==> src/rtl/fetch_if.sv <==
// Handshake bundle between the fetch controller and its neighbours:
// PC register, instruction memory, decode stage and redirect/halt sources.
interface fetch_if;
  logic [31:0] pc_cur;
  logic [1:0]  pc_op;
  logic [31:0] pc_next;
  logic        imem_req;
  logic [31:0] imem_addr;
  logic        imem_ack;
  logic [31:0] imem_rdata;
  logic        imem_err;
  logic        instr_valid;
  logic [31:0] instr;
  logic [31:0] instr_pc;
  logic        instr_ready;
  logic        redirect_valid;
  logic [31:0] redirect_target;
  logic        halt;
  logic        trap;

  modport master (
    input  pc_cur, imem_ack, imem_rdata, imem_err, instr_ready,
           redirect_valid, redirect_target, halt,
    output pc_op, pc_next, imem_req, imem_addr, instr_valid, instr, instr_pc, trap
  );

  modport slave (
    output pc_cur, imem_ack, imem_rdata, imem_err, instr_ready,
           redirect_valid, redirect_target, halt,
    input  pc_op, pc_next, imem_req, imem_addr, instr_valid, instr, instr_pc, trap
  );
endinterface

==> src/rtl/fetch_ctrl.sv <==
// Fetch sequencer: drives the PC register, runs one imem transaction at a time,
// hands instructions to decode and handles redirects, fetch traps and halt.
//
//  state  | meaning
//  BOOT   | load RESET_VEC into the PC
//  FETCH  | imem_req high at pc_cur, waiting for ack/err/timeout
//  ISSUE  | instruction presented to decode, waiting for accept or redirect
//  REDIR  | load the redirect target latched during FETCH
//  TRAP   | load TRAP_VEC, pulse trap
//  HALTED | no fetching; redirects still load the PC
module fetch_ctrl #(
  parameter logic [31:0] RESET_VEC = 32'h0000_0000,
  parameter logic [31:0] TRAP_VEC  = 32'h0000_0100,
  parameter int unsigned TIMEOUT   = 16
) (
  input  logic   clk,
  input  logic   rst_n,
  fetch_if.master bus
);
  localparam int unsigned CW = $clog2(TIMEOUT);
  localparam logic [1:0] OP_INC  = 2'b00;
  localparam logic [1:0] OP_LOAD = 2'b01;
  localparam logic [1:0] OP_HOLD = 2'b10;

  typedef enum logic [2:0] {S_BOOT, S_FETCH, S_ISSUE, S_REDIR, S_TRAP, S_HALTED} state_t;

  state_t        state;
  state_t        resume;
  logic [CW-1:0] cnt;
  logic          pend;
  logic [31:0]   pend_target;
  logic [31:0]   instr_q;
  logic [31:0]   ipc_q;
  logic          valid_q;
  logic          redir_ok;
  logic          redir_bad;
  logic          pend_any;
  logic [31:0]   tgt_eff;
  logic          timeout_hit;
  logic [1:0]    pc_op_c;
  logic [31:0]   pc_next_c;

  assign redir_ok    = bus.redirect_valid && (bus.redirect_target[1:0] == 2'b00);
  assign redir_bad   = bus.redirect_valid && (bus.redirect_target[1:0] != 2'b00);
  // A redirect arriving in the ack cycle itself overrides any older pending one.
  assign pend_any    = pend || bus.redirect_valid;
  assign tgt_eff     = bus.redirect_valid ? bus.redirect_target : pend_target;
  assign timeout_hit = (cnt == CW'(TIMEOUT - 1));
  assign resume      = bus.halt ? S_HALTED : S_FETCH;

  always_comb begin
    pc_op_c   = OP_HOLD;
    pc_next_c = '0;
    if (rst_n) begin
      case (state)
        S_BOOT: begin
          pc_op_c   = OP_LOAD;
          pc_next_c = RESET_VEC;
        end
        S_ISSUE: begin
          if (redir_ok) begin
            pc_op_c   = OP_LOAD;
            pc_next_c = bus.redirect_target;
          end else if (!bus.redirect_valid && bus.instr_ready) begin
            pc_op_c = OP_INC;
          end
        end
        S_REDIR: begin
          pc_op_c   = OP_LOAD;
          pc_next_c = pend_target;
        end
        S_TRAP: begin
          pc_op_c   = OP_LOAD;
          pc_next_c = TRAP_VEC;
        end
        S_HALTED: begin
          if (redir_ok) begin
            pc_op_c   = OP_LOAD;
            pc_next_c = bus.redirect_target;
          end
        end
        default: ;
      endcase
    end
  end

  always_ff @(posedge clk or negedge rst_n) begin
    if (!rst_n) begin
      state       <= S_BOOT;
      cnt         <= '0;
      pend        <= 1'b0;
      pend_target <= '0;
      instr_q     <= '0;
      ipc_q       <= '0;
      valid_q     <= 1'b0;
    end else begin
      case (state)
        S_BOOT: begin
          cnt   <= '0;
          state <= redir_bad ? S_TRAP : S_FETCH;
        end
        S_FETCH: begin
          if (bus.redirect_valid) begin
            pend        <= 1'b1;
            pend_target <= bus.redirect_target;
          end
          if (bus.imem_err || timeout_hit) begin
            state <= S_TRAP;
          end else if (bus.imem_ack) begin
            if (pend_any) begin
              state <= (tgt_eff[1:0] == 2'b00) ? S_REDIR : S_TRAP;
            end else begin
              instr_q <= bus.imem_rdata;
              ipc_q   <= bus.pc_cur;
              valid_q <= 1'b1;
              state   <= S_ISSUE;
            end
          end else begin
            cnt <= cnt + CW'(1);
          end
        end
        S_ISSUE: begin
          cnt <= '0;
          if (bus.redirect_valid) begin
            valid_q <= 1'b0;
            state   <= redir_bad ? S_TRAP : resume;
          end else if (bus.instr_ready) begin
            valid_q <= 1'b0;
            state   <= resume;
          end
        end
        S_REDIR, S_TRAP: begin
          cnt   <= '0;
          pend  <= 1'b0;
          state <= redir_bad ? S_TRAP : resume;
        end
        S_HALTED: begin
          cnt <= '0;
          if (redir_bad)     state <= S_TRAP;
          else if (!bus.halt) state <= S_FETCH;
        end
        default: state <= S_BOOT;
      endcase
    end
  end

  assign bus.pc_op       = pc_op_c;
  assign bus.pc_next     = pc_next_c;
  assign bus.imem_req    = (state == S_FETCH);
  assign bus.imem_addr   = bus.pc_cur;
  assign bus.instr_valid = valid_q;
  assign bus.instr       = instr_q;
  assign bus.instr_pc    = ipc_q;
  assign bus.trap        = (state == S_TRAP);
endmodule

==> src/flat_wrapper.sv <==
// flat-port wrapper written by rule: the top's interface ports become plain ports
module fetch_ctrl_flat 
#(
  parameter logic [31:0] RESET_VEC = 32'h0000_0000,
  parameter logic [31:0] TRAP_VEC  = 32'h0000_0100,
  parameter int unsigned TIMEOUT   = 16
)
  (clk, rst_n, bus_pc_cur, bus_imem_ack, bus_imem_rdata, bus_imem_err, bus_instr_ready, bus_redirect_valid, bus_redirect_target, bus_halt, bus_pc_op, bus_pc_next, bus_imem_req, bus_imem_addr, bus_instr_valid, bus_instr, bus_instr_pc, bus_trap);
  fetch_if bus_i ();
  input  logic clk;
  input  logic rst_n;
  input wire logic [$bits(bus_i.pc_cur)-1:0] bus_pc_cur;
  input wire logic [$bits(bus_i.imem_ack)-1:0] bus_imem_ack;
  input wire logic [$bits(bus_i.imem_rdata)-1:0] bus_imem_rdata;
  input wire logic [$bits(bus_i.imem_err)-1:0] bus_imem_err;
  input wire logic [$bits(bus_i.instr_ready)-1:0] bus_instr_ready;
  input wire logic [$bits(bus_i.redirect_valid)-1:0] bus_redirect_valid;
  input wire logic [$bits(bus_i.redirect_target)-1:0] bus_redirect_target;
  input wire logic [$bits(bus_i.halt)-1:0] bus_halt;
  output wire logic [$bits(bus_i.pc_op)-1:0] bus_pc_op;
  output wire logic [$bits(bus_i.pc_next)-1:0] bus_pc_next;
  output wire logic [$bits(bus_i.imem_req)-1:0] bus_imem_req;
  output wire logic [$bits(bus_i.imem_addr)-1:0] bus_imem_addr;
  output wire logic [$bits(bus_i.instr_valid)-1:0] bus_instr_valid;
  output wire logic [$bits(bus_i.instr)-1:0] bus_instr;
  output wire logic [$bits(bus_i.instr_pc)-1:0] bus_instr_pc;
  output wire logic [$bits(bus_i.trap)-1:0] bus_trap;
  assign bus_i.pc_cur = bus_pc_cur;
  assign bus_i.imem_ack = bus_imem_ack;
  assign bus_i.imem_rdata = bus_imem_rdata;
  assign bus_i.imem_err = bus_imem_err;
  assign bus_i.instr_ready = bus_instr_ready;
  assign bus_i.redirect_valid = bus_redirect_valid;
  assign bus_i.redirect_target = bus_redirect_target;
  assign bus_i.halt = bus_halt;
  assign bus_pc_op = bus_i.pc_op;
  assign bus_pc_next = bus_i.pc_next;
  assign bus_imem_req = bus_i.imem_req;
  assign bus_imem_addr = bus_i.imem_addr;
  assign bus_instr_valid = bus_i.instr_valid;
  assign bus_instr = bus_i.instr;
  assign bus_instr_pc = bus_i.instr_pc;
  assign bus_trap = bus_i.trap;
  fetch_ctrl #(.RESET_VEC(RESET_VEC), .TRAP_VEC(TRAP_VEC), .TIMEOUT(TIMEOUT)) u_core (.clk(clk), .rst_n(rst_n), .bus(bus_i));
endmodule
==> config.mk <==
export PLATFORM = sky130hd
export DESIGN_NAME = fetch_ctrl_flat
export DESIGN_NICKNAME = d
export VERILOG_FILES = /design/src/rtl/fetch_if.sv /design/src/rtl/fetch_ctrl.sv /design/src/flat_wrapper.sv
export SDC_FILE = /design/constraint.sdc
export NUM_CORES = 1
export LEC_CHECK = 0
export ABC_AREA = 1
export CORE_MARGIN = 2
export CORE_UTILIZATION = 46
export DETAILED_ROUTE_END_ITERATION = 12
export GPL_TIMING_DRIVEN = 0
export PLACE_DENSITY = 0.87
export SLEW_MARGIN = 20
export SYNTH_ARGS = -nofsm -noshare
export SYNTH_HDL_FRONTEND = slang
export SYNTH_SLANG_ARGS = --single-unit
==> constraint.sdc <==
create_clock -name clk -period 3.6 [get_ports clk]
set_input_delay 0.72 -clock clk [delete_from_list [all_inputs] [get_ports clk]]
set_output_delay 0.72 -clock clk [all_outputs]
set_load 0.05 [all_outputs]
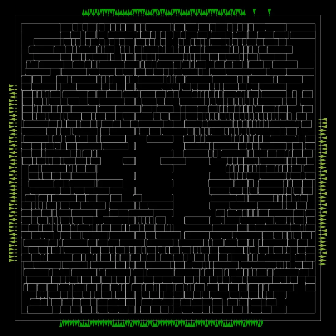
Fig. 1. Cell placement (run 1).
fin cells: 946
Seq/total area: 32.5%
Final Core Density: 70.7%

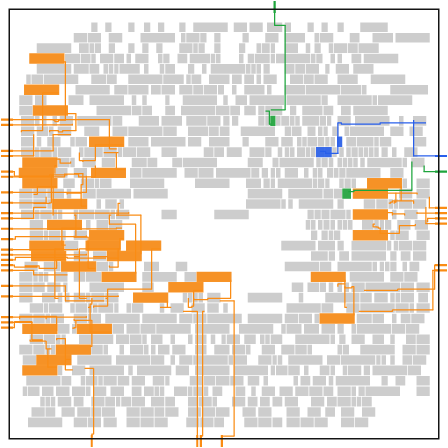
Fig. 2. Nets reached from selected ports (run 1).
green -> bus_pc_op  # bits 2, direction output, edge 1 top, 1 right, end cells 2, buffers 2, wire 66.5 µm
orange -> bus_instr  # bits 32, direction output, edge 22 left, 6 right, 4 bottom, end cells 32, buffers 32, wire 1130 µm
blue -> bus_halt  # bits 1, direction input, edge right, end cells 3, buffers 1, wire 52.3 µm

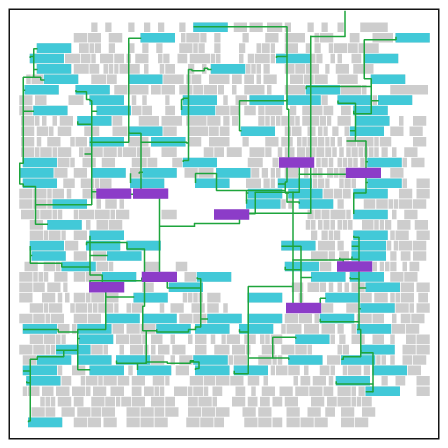
Fig. 3. Clock wires, drivers and flops (run 1).
cyan -> flip-flops  # count 105
purple -> cells driving clock nets  # count 9
green -> clock wires  # length 1210 µm
flops lie = spread over the die
routed clock nets = 10

==> reports/metrics.cfg, run 1 <==
[status]
outcome=finished, final reports clean

[global_routing]
grt-busiest-layer=met2
grt_antenna_before_repair=0
use_met1_pct=27.2
met2_usage_pct=43.4
grt_max_degree=58
grtUsageMet3_pct=6.31

[power]
leakage_nw=3.95
vdd_drop_max_mv=0.705
p_int_w=0.00344
switching_power_w=0.00285
p_comb_share_pct=53.6
power.density_mw_per_mm2=780

[synth]
yosys.area.top_type_share_pct=49.0
synth-async-reset-ratio_pct=100
ys_ff=105
ys_sh_simple_pct=12.3
synth.largest_area_cell=dfrtp_1
xor_share_pct=0.163
area_leaders=dfrtp_1 49%, o21ai_2 9.0%, nand2_1 6.9%
synth_area_mm2=0.00536
ys_top_cells_by_count=105 x dfrtp_1, 98 x nand2_1, 78 x inv_1, 55 x o21ai_2, 42 x nor2_1
synth_cell_type_count=31
synthAdderAreaFrac_pct=0.700
flop_cell=dfrtp_1
ys_sh_aoi_pct=15.6
post-synth-top-count-cell=dfrtp_1
synth_warnings=0
syn_inst=552

[placement]
portBuffers=234
place_inst=930
dpl.hpwl_mm=11.4
pre_cts_slack_ps=-411

[layout]
comb_area_share_pct=24.2
layout.nets=904
inverters=81
mostFrequentLayoutCells=200 x clkdlybuf4s50_1, 105 x dfrtp_1, 98 x nand2_1, 78 x inv_1, 55 x o21ai_2
signal_buffers=295
flops=105
mi_logic_area_mm2=0.00195
final_cell_area_mm2=0.00807
nClkBuffers=10
clk_share_pct=3.58
num-multi-input-gates=306

[final_timing]
whs_ps=243
slew_headroom_pct=63.3
worst_pin_slew_ps=549
fin_skew_ps=8.57
fin_ws_ps=257
finalHoldViolations=0
min_period_ps=3340
min_period_over_period_pct=92.9

[clock_tree]
ctsHoldBuffers=0
tritoncts=done
cts_made_buffers=9
clock_latency_ps=340
clk_path_buf_depth=2
cts_root_buf=clkbuf_16

[drt]
wirelength_mm=14.5
wl_met3_um=949
dr_wl_met2_mm=7.80
postRouteAntennaNets=0
drt_pass1_iterations=5
routedWlPerCell_um=15.4
m1WireLength_mm=5.50
vias=4632
vias_per_cell=4.90

[critical_path]
crit_required_ps=2880
crit_path_max_fanout=57
crit_path_start=rst_n
path_class=in -> out
rrSetupSlack_ps=1850
critPathBufInv=6
slowest_delay_ps=390
crit_end=bus_pc_next[8]
startpoint_type=input pin
r2r_start=u_core.cnt[0]$_DFFE_PN0P_
rr_endpoint=u_core.bus.instr_pc[26]$_DFFE_PN0P_
crit_path_frequent_cell=clkbuf_1
arrival_ps=2620

[floorplanning]
fp_util_pct=47.0
die_y_um=112
io_pins=236
rows=39
chip_area_mm2=0.0125

[run]
cap_violations=0

[min_path]
worstHoldPathType=in -> async

[run 1: power groups by stage]
stage / Clock, W / Sequential, W / Combinational, W
floorplan: 0 / 0.00300 / 0.00123
global placement: 0 / 0.00196 / 0.00330
detailed placement: 0 / 0.00199 / 0.00339
CTS: 0.000957 / 0.00198 / 0.00339
global route: 0.00101 / 0.00204 / 0.00356
finish: 0.000944 / 0.00198 / 0.00337
[run 1: flip-flops by register name, indices dropped and copies added, names as in the netlist]
| signal | cells |
|---|---|
| u_core.bus.instr_valid | 1 |
| u_core.bus.instr | 32 |
| u_core.pend_target | 32 |
| u_core.bus.instr_pc | 32 |
| u_core.cnt | 4 |
| u_core.pend | 1 |
| u_core.state | 3 |
[run 1: what timing repair did]
action                                  in CTS  in global routing
pin swaps                                    0                  0
endpoints found under the setup margin      32                 31
resized                                     40                 56
==> run 2: changes to the inputs <==
--- a/config.mk
+++ b/config.mk
@@ -6,6 +6,7 @@
 export NUM_CORES = 1
 export LEC_CHECK = 0
 export ABC_AREA = 1
+export CAP_MARGIN = 20
 export CORE_MARGIN = 2
 export CORE_UTILIZATION = 46
 export DETAILED_ROUTE_END_ITERATION = 12
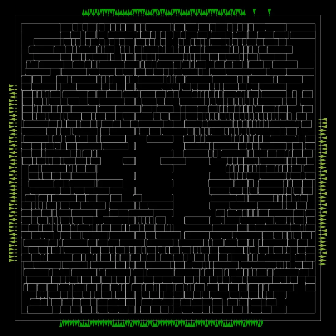
Fig. 4. Cell placement (run 2).
Filler cells: 870
tapcell count: 143
FP Rows: 39
core area: 0.0114 mm²
flop count: 105

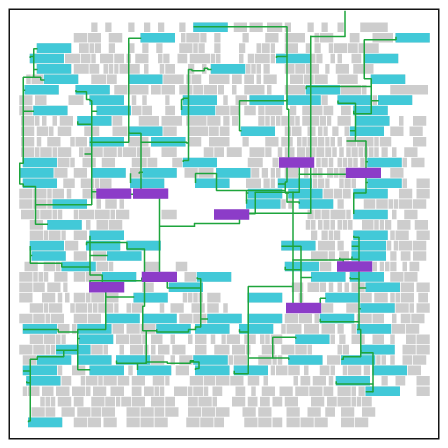
Fig. 5. Clock wires, drivers and flops (run 2).
cyan -> flip-flops  # count 105
green -> clock wires  # length 1210 µm
purple -> cells driving clock nets  # count 9
routed clock nets = 10
flops lie = spread over the die

==> run 2 against run 1 <==
  * Register-to-register slack hardly changed
  * Critical path depth unchanged
  * Utilization unchanged
  * Cell count did not move
  * Hold slack unchanged
  * Via count stayed put
  * Clock skew unchanged
  * Clock-buffer cell count did not move
  * Maximum frequency stayed put
  * Sequential share of layout area unchanged
  * Synthesized area did not move
  * Clock power about the same
  * Highest routed layer unchanged
==> reports/metrics.cfg, run 2 <==
[power]
seq_cell_power_w=0.00198  ; about the same
power_clock_w=0.000944  ; about the same
power.density_mw_per_mm2=780  ; unchanged
p_comb_w=0.00337  ; about the same
switching_power_w=0.00285  ; unchanged
p_int_w=0.00344  ; unchanged
leakage_nw=3.95  ; unchanged

[synth]
flop_cell=dfrtp_1  ; unchanged
synth_area_mm2=0.00536  ; unchanged
syn_inst=552  ; unchanged
synth_cell_type_count=31  ; unchanged
yosys.area.top_type_share_pct=49.0  ; unchanged
area_leaders=dfrtp_1 49%, o21ai_2 9.0%, nand2_1 6.9%  ; unchanged
synth_warnings=0  ; unchanged

[global_routing]
grt-busiest-layer=met2  ; unchanged
grt_antenna_before_repair=0  ; unchanged
grtUsageMet3_pct=6.31  ; unchanged
grt_max_degree=58  ; unchanged

[drt]
vias=4632  ; unchanged
routedWlPerCell_um=15.4  ; unchanged
vias_per_cell=4.90  ; unchanged
m1WireLength_mm=5.50  ; unchanged
drt_pass1_iterations=5  ; unchanged
wirelength_mm=14.5  ; unchanged

[layout]
nClkBuffers=10  ; unchanged
inverters=81  ; unchanged

[clock_tree]
cts_made_buffers=9  ; unchanged
tritoncts=done  ; unchanged
clk_path_buf_depth=2  ; unchanged
clock_latency_ps=340  ; about the same

[status]
outcome=finished, final reports clean  ; unchanged

[floorplanning]
chip_area_mm2=0.0125  ; unchanged
fp_util_pct=47.0  ; unchanged

[placement]
dpl.hpwl_mm=11.4  ; unchanged
portBuffers=234  ; unchanged

[critical_path]
crit_end=bus_pc_next[8]  ; unchanged
r2r_start=u_core.cnt[0]$_DFFE_PN0P_  ; unchanged
crit_required_ps=2880  ; about the same
rrSetupSlack_ps=1850  ; about the same
path_class=in -> out  ; unchanged

[final_timing]
worst_pin_slew_ps=549  ; unchanged

-- run 2: cell counts in the layout (fill, tap and decap cells not counted) --
Identical to the previous run, type by type.
-- run 2: critical path: stages --
cell             delay [ps]
buf_12                  260
buf_16                  290
inv_1                    80
or2_2                   270
clkbuf_1                140
clkbuf_1                250
a31oi_1                 200
clkdlybuf4s15_2         390
-- run 2: stage by stage --
| step | utilization, % | std cells | cell area [µm²] | setup WS, ps |
|---|---|---|---|---|
| after floorplan | - | 552 | 5360 | 692 |
| after detailed placement | 69.3 | 930 | 7910 | -411 |
| after global routing | 70.7 | 946 | 8070 | 20.8 |
| after CTS | 71.6 | 946 | 8170 | 6.02 |
| final | 70.7 | 946 | 8070 | 257 |
| after global placement | 69.0 | 929 | 7880 | -3790 |
Fig. 6: run 2, I/O pins on the die edge
Pins as bars across the die edge, other pins in gray.
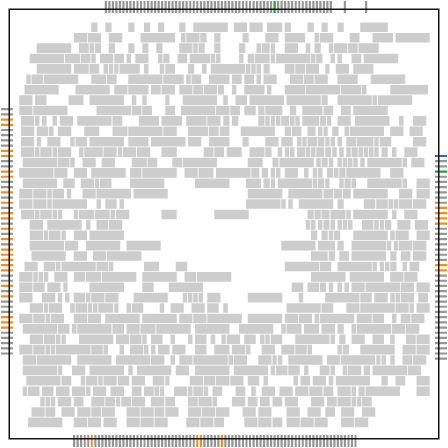

==> run 3: changes to the inputs <==
--- a/config.mk
+++ b/config.mk
@@ -7,11 +7,11 @@
 export LEC_CHECK = 0
 export ABC_AREA = 1
 export CAP_MARGIN = 20
-export CORE_MARGIN = 2
+export CORE_MARGIN = 1.5
 export CORE_UTILIZATION = 46
 export DETAILED_ROUTE_END_ITERATION = 12
-export GPL_TIMING_DRIVEN = 0
-export PLACE_DENSITY = 0.87
+export GPL_TIMING_DRIVEN = 1
+export PLACE_DENSITY_LB_ADDON = 0.2
 export SLEW_MARGIN = 20
 export SYNTH_ARGS = -nofsm -noshare
 export SYNTH_HDL_FRONTEND = slang
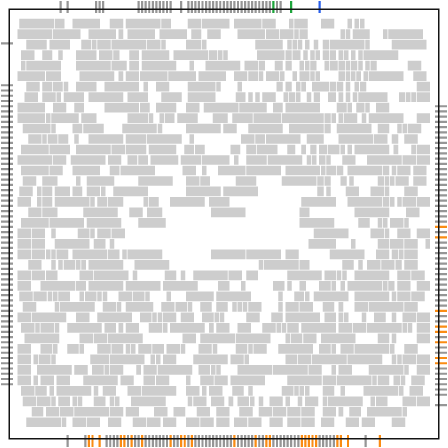
Fig. 7. I/O pins on the die edge (run 3).
Pins as bars across the die edge, other pins in gray.
blue -> bus_halt  # pins 1, direction input, edge top
orange -> bus_instr  # pins 32, direction output, edge 24 bottom, 8 right
green -> bus_pc_op  # pins 2, direction output, edge top
all pins by edge = 75 bottom, 59 left, 57 right, 45 top

==> run 3 against run 2 <==
  * Register-to-register slack got worse by 550 ps
  * First-iteration DRC count decreased by 11%
  * Die area down 1.8%
  * Clock power increased by 3.2%
  * Via count decreased by 4.5%
  * Clock skew shrank 3.3 ps
  * Largest cell class unchanged
==> reports/metrics.cfg, run 3 <==
[status]
outcome=finished, final reports clean  ; unchanged

[layout]
clk_share_pct=3.65  ; was 3.58%
comb_area_share_pct=24.1  ; was 24.2%
flops=105  ; unchanged
fillers=848  ; was 870
layout.nets=852  ; was 904
nClkBuffers=11  ; was 10
num-multi-input-gates=306  ; unchanged
post-route-util_pct=71.7  ; was 70.7%
inverters=81  ; unchanged

[placement]
place_inst=878  ; was 930
dpl.hpwl_mm=10.3  ; was 11.4 mm
dpl_cell_area_mm2=0.00785  ; was 0.00791 mm²
portBuffers=235  ; was 234
pre_cts_slack_ps=359  ; was -411 ps

[floorplanning]
chip_area_mm2=0.0123  ; was 0.0125 mm²
fp_util_pct=47.2  ; was 47.0%
die_y_um=111  ; was 112 µm
core_mm2=0.0114  ; about the same

[critical_path]
rr_endpoint=u_core.bus.instr_pc[3]$_DFFE_PN0P_  ; was u_core.bus.instr_pc[26]$_DFFE_PN0P_
startpoint_type=input pin  ; unchanged
arrival_ps=2530  ; was 2620 ps
cp_slowest_cell=clkdlybuf4s50_1  ; was clkdlybuf4s15_2
critPathBufInv=2  ; was 6
rrSetupSlack_ps=1300  ; was 1850 ps
crit_required_ps=2880  ; about the same
path_class=in -> out  ; unchanged
crit_end=bus_pc_op[1]  ; was bus_pc_next[8]
path_cells=clkdlybuf4s50_1 -> nand2_1 -> nand2_1 -> a22oi_1 -> nand4_1 -> clkdlybuf4s50_1  ; was buf_12 -> buf_16 -> inv_1 -> or2_2 -> clkbuf_1 -> clkbuf_1 -> a31oi_1 -> clkdlybuf4s15_2
cp_num_cells=6  ; was 8

[synth]
xor_share_pct=0.163  ; unchanged
yosys.area.top_type_share_pct=49.0  ; unchanged
synthAdderAreaFrac_pct=0.700  ; unchanged
ys_ff=105  ; unchanged
synth_area_mm2=0.00536  ; unchanged
synth.largest_area_cell=dfrtp_1  ; unchanged
synth_cell_type_count=31  ; unchanged
area_leaders=dfrtp_1 49%, o21ai_2 9.0%, nand2_1 6.9%  ; unchanged
ys_top_cells_by_count=105 x dfrtp_1, 98 x nand2_1, 78 x inv_1, 55 x o21ai_2, 42 x nor2_1  ; unchanged
ys_sh_aoi_pct=15.6  ; unchanged
ys_sh_simple_pct=12.3  ; unchanged
synth_warnings=0  ; unchanged

[power]
power.density_mw_per_mm2=772  ; was 780 mW/mm²
vdd_drop_max_mv=0.533  ; was 0.705 mV
p_comb_share_pct=53.2  ; was 53.6%
switching_power_w=0.00280  ; was 0.00285 W

[final_timing]
worst_pin_slew_ps=963  ; was 549 ps
min_period_over_period_pct=90.4  ; was 92.9%
fin_skew_ps=5.30  ; was 8.57 ps
fin_ws_ps=347  ; was 257 ps
whs_ps=455  ; was 243 ps
finalHoldViolations=0  ; unchanged
min_period_ps=3250  ; was 3340 ps

[drt]
postRouteAntennaNets=0  ; unchanged
vias_per_cell=4.95  ; was 4.90
routedWlPerCell_um=15.2  ; was 15.4 µm

[min_path]
worstHoldPathType=in -> async  ; unchanged

[clock_tree]
clock_latency_ps=340  ; about the same
cts_root_buf=clkbuf_16  ; unchanged
ctsHoldBuffers=0  ; unchanged
cts_resized=0  ; was 40
clk_path_buf_depth=2  ; unchanged

[global_routing]
grt_antenna_before_repair=0  ; unchanged
grt_max_degree=70  ; was 58

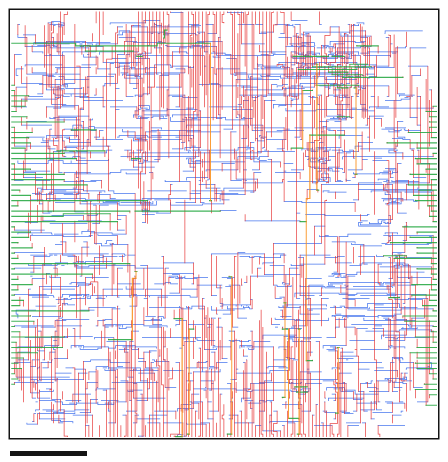
Fig. 8. Wiring by layer (run 3).
Bar = 20 µm.
orange -> met4  # wire length 379 µm
blue -> met1  # wire length 5200 µm
red -> met2  # wire length 7120 µm
green -> met3  # wire length 927 µm

==> run 3: cell count changes in the layout (fill, tap and decap cells not counted), moves of 3 or more <==
cell      before  now
clkbuf_1       4    1
buf_6         15    0
buf_4         35    6
buf_12         1   36
buf_2          5    0
clkbuf_2      29    0
==> run 3: routing by layer <==
layer	global-route usage, %	part of all wire [%]	vias to the layer above
met1	26.1	38	2074
met4	10.3	2.8	0
met2	40.0	52	189
met5	0	0	-
li1	-	-	2132
met3	5.96	6.8	27
==> run 3: power groups by stage <==
stage | Combinational [W] | Clock, W | Sequential, W
final | 0.00334 | 0.000974 | 0.00197
after global routing | 0.00353 | 0.00105 | 0.00203
after CTS | 0.00337 | 0.00101 | 0.00197
after detailed placement | 0.00336 | 0 | 0.00198
after global placement | 0.00329 | 0 | 0.00196
after floorplan | 0.00123 | 0 | 0.00300
Power figures rest on the tool's default switching activity, not on a simulated workload.
